Nets reached from selected ports:
(2 px per µm)
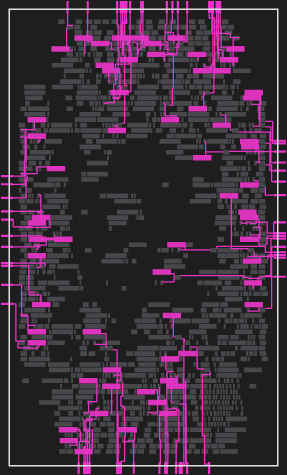
Pin placement:
(1.5 px per µm) Pins as bars across the die edge, other pins in grey.
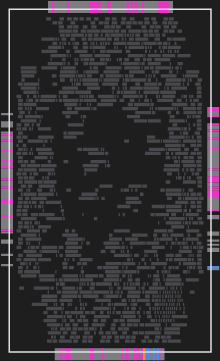
Sequential cells grouped by signal name:
(1.5 px per µm) Other sequential cells in the stronger grey, the rest of the logic in the fainter grey.
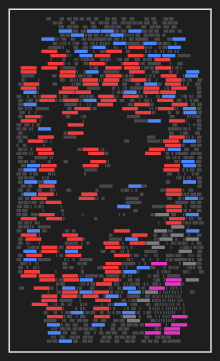
File: config.mk
export PLATFORM = sky130hd
export DESIGN_NAME = wb_port_arbiter
export DESIGN_NICKNAME = d
export VERILOG_FILES = /design/src/rtl/wb_port_arbiter.sv
export SDC_FILE = /design/constraint.sdc
export NUM_CORES = 1
export LEC_CHECK = 0
export ABC_AREA = 1
export CAP_MARGIN = 20
export CORE_ASPECT_RATIO = 1.75
export CORE_MARGIN = 4
export CORE_UTILIZATION = 35
export CTS_CLUSTER_DIAMETER = 30
export CTS_CLUSTER_SIZE = 20
export DETAILED_ROUTE_END_ITERATION = 10
export PLACE_DENSITY = 0.73
export SYNTH_ARGS = -nofsm -noshare
export SYNTH_HDL_FRONTEND = slang
export SYNTH_SLANG_ARGS = --single-unit
export TNS_END_PERCENT = 1
File: constraint.sdc
create_clock -name clk -period 7.25 [get_ports clk]
set_input_delay 1.8125 -clock clk [delete_from_list [all_inputs] [get_ports clk]]
set_output_delay 1.8125 -clock clk [all_outputs]
set_load 0.05 [all_outputs]
File: src/rtl/wb_port_arbiter.sv
// Register-file write-port arbiter: stage-5 writeback vs. buffered multi-cycle results,
// with a starvation-forced drain and a pending-destination query for hazard logic.
module wb_port_arbiter #(
  parameter int unsigned DATA_W       = 64,
  parameter int unsigned REG_AW       = 5,
  parameter int unsigned FIFO_DEPTH   = 2,
  parameter int unsigned STARVE_LIMIT = 4
) (
  input  logic              clk,
  input  logic              rst_n,
  input  logic              pipe_valid,
  input  logic [REG_AW-1:0] pipe_rd,
  input  logic              pipe_memtoreg,
  input  logic [DATA_W-1:0] pipe_alu_val,
  input  logic [DATA_W-1:0] pipe_mem_val,
  input  logic              mc_valid,
  input  logic [REG_AW-1:0] mc_rd,
  input  logic [DATA_W-1:0] mc_data,
  output logic              mc_ready,
  output logic              stall_pipe,
  input  logic [REG_AW-1:0] q_rd,
  output logic              q_pending,
  output logic              rf_we,
  output logic [REG_AW-1:0] rf_waddr,
  output logic [DATA_W-1:0] rf_wdata
);

  localparam int unsigned PTR_W = (FIFO_DEPTH > 1) ? $clog2(FIFO_DEPTH) : 1;
  localparam int unsigned CNT_W = $clog2(FIFO_DEPTH + 1);
  localparam int unsigned STV_W = $clog2(STARVE_LIMIT + 1);
  localparam logic [REG_AW-1:0] XZR = REG_AW'(31);

  logic [REG_AW-1:0]     fifo_rd   [FIFO_DEPTH];
  logic [DATA_W-1:0]     fifo_data [FIFO_DEPTH];
  logic [FIFO_DEPTH-1:0] fifo_vld, fifo_vld_nxt;
  logic [PTR_W-1:0]      wr_ptr, wr_ptr_nxt, rd_ptr, rd_ptr_nxt;
  logic [CNT_W-1:0]      count, count_nxt;
  logic [STV_W-1:0]      starve_cnt, starve_nxt;
  logic                  rf_we_nxt;
  logic [REG_AW-1:0]     rf_waddr_nxt;
  logic [DATA_W-1:0]     rf_wdata_nxt;
  logic                  full, empty, pipe_ok, enq, grant_pipe, grant_fifo;

  assign full       = (count == CNT_W'(FIFO_DEPTH));
  assign empty      = (count == '0);
  assign mc_ready   = !full;
  assign stall_pipe = (starve_cnt == STV_W'(STARVE_LIMIT));
  assign pipe_ok    = pipe_valid && (pipe_rd != XZR);
  // XZR beats complete the handshake but are dropped here.
  assign enq        = mc_valid && !full && (mc_rd != XZR);
  assign grant_fifo = !empty && (stall_pipe || !pipe_ok);
  assign grant_pipe = pipe_ok && !stall_pipe;

  // Next-state: FIFO bookkeeping, starvation counter and write-port selection.
  always_comb begin
    fifo_vld_nxt = fifo_vld;
    wr_ptr_nxt   = wr_ptr;
    rd_ptr_nxt   = rd_ptr;
    count_nxt    = count;
    starve_nxt   = starve_cnt;
    rf_we_nxt    = grant_pipe || grant_fifo;
    rf_waddr_nxt = rf_waddr;
    rf_wdata_nxt = rf_wdata;

    if (grant_fifo) begin
      fifo_vld_nxt[rd_ptr] = 1'b0;
      rd_ptr_nxt           = rd_ptr + PTR_W'(1);
    end
    if (enq) begin
      fifo_vld_nxt[wr_ptr] = 1'b1;
      wr_ptr_nxt           = wr_ptr + PTR_W'(1);
    end

    case ({enq, grant_fifo})
      2'b10:   count_nxt = count + CNT_W'(1);
      2'b01:   count_nxt = count - CNT_W'(1);
      default: count_nxt = count;
    endcase

    if (empty || grant_fifo) begin
      starve_nxt = '0;
    end else if (starve_cnt != STV_W'(STARVE_LIMIT)) begin
      starve_nxt = starve_cnt + STV_W'(1);
    end

    if (grant_fifo) begin
      rf_waddr_nxt = fifo_rd[rd_ptr];
      rf_wdata_nxt = fifo_data[rd_ptr];
    end else if (grant_pipe) begin
      rf_waddr_nxt = pipe_rd;
      rf_wdata_nxt = pipe_memtoreg ? pipe_mem_val : pipe_alu_val;
    end
  end

  // Hazard query: buffered entries plus a beat being accepted this cycle.
  always_comb begin
    q_pending = 1'b0;
    for (int i = 0; i < FIFO_DEPTH; i++) begin
      if (fifo_vld[i] && (fifo_rd[i] == q_rd)) q_pending = 1'b1;
    end
    if (enq && (mc_rd == q_rd)) q_pending = 1'b1;
    if (q_rd == XZR) q_pending = 1'b0;
  end

  always_ff @(posedge clk or negedge rst_n) begin
    if (!rst_n) begin
      fifo_vld   <= '0;
      wr_ptr     <= '0;
      rd_ptr     <= '0;
      count      <= '0;
      starve_cnt <= '0;
      rf_we      <= 1'b0;
      rf_waddr   <= '0;
      rf_wdata   <= '0;
    end else begin
      fifo_vld   <= fifo_vld_nxt;
      wr_ptr     <= wr_ptr_nxt;
      rd_ptr     <= rd_ptr_nxt;
      count      <= count_nxt;
      starve_cnt <= starve_nxt;
      rf_we      <= rf_we_nxt;
      rf_waddr   <= rf_waddr_nxt;
      rf_wdata   <= rf_wdata_nxt;
    end
  end

  // Payload storage needs no reset; validity is tracked by fifo_vld.
  always_ff @(posedge clk) begin
    if (enq) begin
      fifo_rd[wr_ptr]   <= mc_rd;
      fifo_data[wr_ptr] <= mc_data;
    end
  end

endmodule

==> impl_metrics.tcl <==
# metrics dict for downstream scripts
set metrics [dict create \
    muxShareOfSynthArea_pct 7.48 \
    slew_viol_final 0 \
    antenna_found_initial 3 \
    core_mm2 0.0272 \
    io_pins 285 \
    critPathMaxFanout 5 \
    hold_path_end "starve_cnt[0]$_DFFE_PN0P_" \
    ys_cells 875 \
    r2r_end "rf_wdata[20]$_DFFE_PN0P_" \
    synth.largest_area_cell "edfxtp_1" \
    cp_common_cell "nor2_1" \
    vdd_drop_max_mv 0.266 \
    cts_buffers 38 \
    synth-edff-count 138 \
    post_cts_buffers 0 \
    status "complete, no violations" \
    syn-cell-area_mm2 0.00964 \
    critPathArrivalTime_ps 3920 \
    tool_warnings 27 \
    fp-utilization_pct 35.4 \
    r2r_slack_ps 4410 \
]
About 'nets reached from selected ports':
rf_wdata: drawn in magenta, bits 64, direction output, edge 20 top, 17 bottom, 16 right, 11 left, end cells 64, buffers 64, wire 2620 µm.

About 'pin placement':
mc_rd: drawn in blue, pins 5, direction input, edge 4 bottom, 1 right. rf_wdata: drawn in magenta, pins 64, direction output, edge 20 top, 17 bottom, 16 right, 11 left. mc_valid: drawn in orange, pins 1, direction input, edge bottom.
All pins by edge: 90 top, 79 bottom, 58 right, 58 left.

About 'sequential cells grouped by signal name':
fifo_rd: drawn in magenta, flops 10, where bottom right. rf_wdata: drawn in blue, flops 64, where spread over the die. fifo_data: drawn in red, flops 128, where spread over the die.
Another 15 sequential cells are not coloured.

-- cells in the mapped netlist (2+ instances only) --
cell type	count
mux2_2	64
inv_1	34
nand2_1	120
buf_2	14
o21ai_0	57
edfxtp_1	138
ha_1	3
o211ai_1	5
nand3_1	77
xnor2_1	4
nor3_1	3
nor2_1	143
buf_4	4
o31ai_1	64
clkbuf_1	40
o21ai_1	16
nand4_1	2
dfrtp_1	79
-- flip-flops by register name (all words and copies together), names as in the netlist --
signal	count
wr_ptr	1
rd_ptr	1
starve_cnt	3
rf_wdata	64
rf_we	1
fifo_vld	2
count	2
rf_waddr	5
fifo_rd	10
fifo_data	128
-- cell type report --
cell class              count  area share (%)
clock buffers              47            7.25
repair buffers            295            20.8
clock inverters            22            1.56
diodes                      3          0.0536
inverters                  35           0.946
flip-flops and latches    217            43.7
well taps                 369            3.29
multi-input cells         564            22.4
-- how the worst max path moves through the flow --
stage	start	to	slack (ps)	depth (start not counted)
6_report	q_rd[3]	q_pending	1520	10
5_1_grt	mc_rd[1]	q_pending	1390	9
4_1_cts	mc_rd[1]	q_pending	1540	9
3_5_place_dp	mc_rd[1]	q_pending	1550	9
3_3_place_gp	mc_rd[1]	q_pending	1570	9
2_1_floorplan	mc_rd[1]	fifo_data[0][0]$_DFFE_PP_	1710	5
-- metrics by stage --
step / utilization, % / cell area [µm²] / power (µW) / cells / setup slack, ps
2_1_floorplan: - / 9640 / 3420 / 875 / 1710
3_3_place_gp: 46.9 / 12800 / 4260 / 1480 / 1570
3_5_place_dp: 46.9 / 12800 / 4300 / 1480 / 1550
4_1_cts: 51.5 / 14000 / 6040 / 1549 / 1540
5_1_grt: 51.5 / 14000 / 6270 / 1552 / 1390
6_report: 51.5 / 14000 / 5960 / 1552 / 1520
-- report_power, final --
part	internal, µW	switching [µW]	total [µW]
Combinational	728	1570	2300
Sequential	1740	206	1950
Clock	1080	627	1710
-- metal layers --
layer	wire length [µm]	global-route usage (%)	vias up
met2	16000	35.1	281
met5	0	0	-
met3	1520	3.65	79
met1	10100	18.7	3727
li1	-	-	3642
met4	1070	8.24	0
-- cell families (layout without fill, tap and decap cells) --
kind of cell,count (synthesis),count (layout)
other,0,3
AND/OR/NAND/NOR,348,348
buffers and inverters,94,399
AND-OR/OR-AND,144,144
XOR/XNOR,5,5
multiplexers,64,64
flip-flops,217,217
adder cells (fa/ha/maj),3,3
Power is estimated from default activity; no workload was simulated.
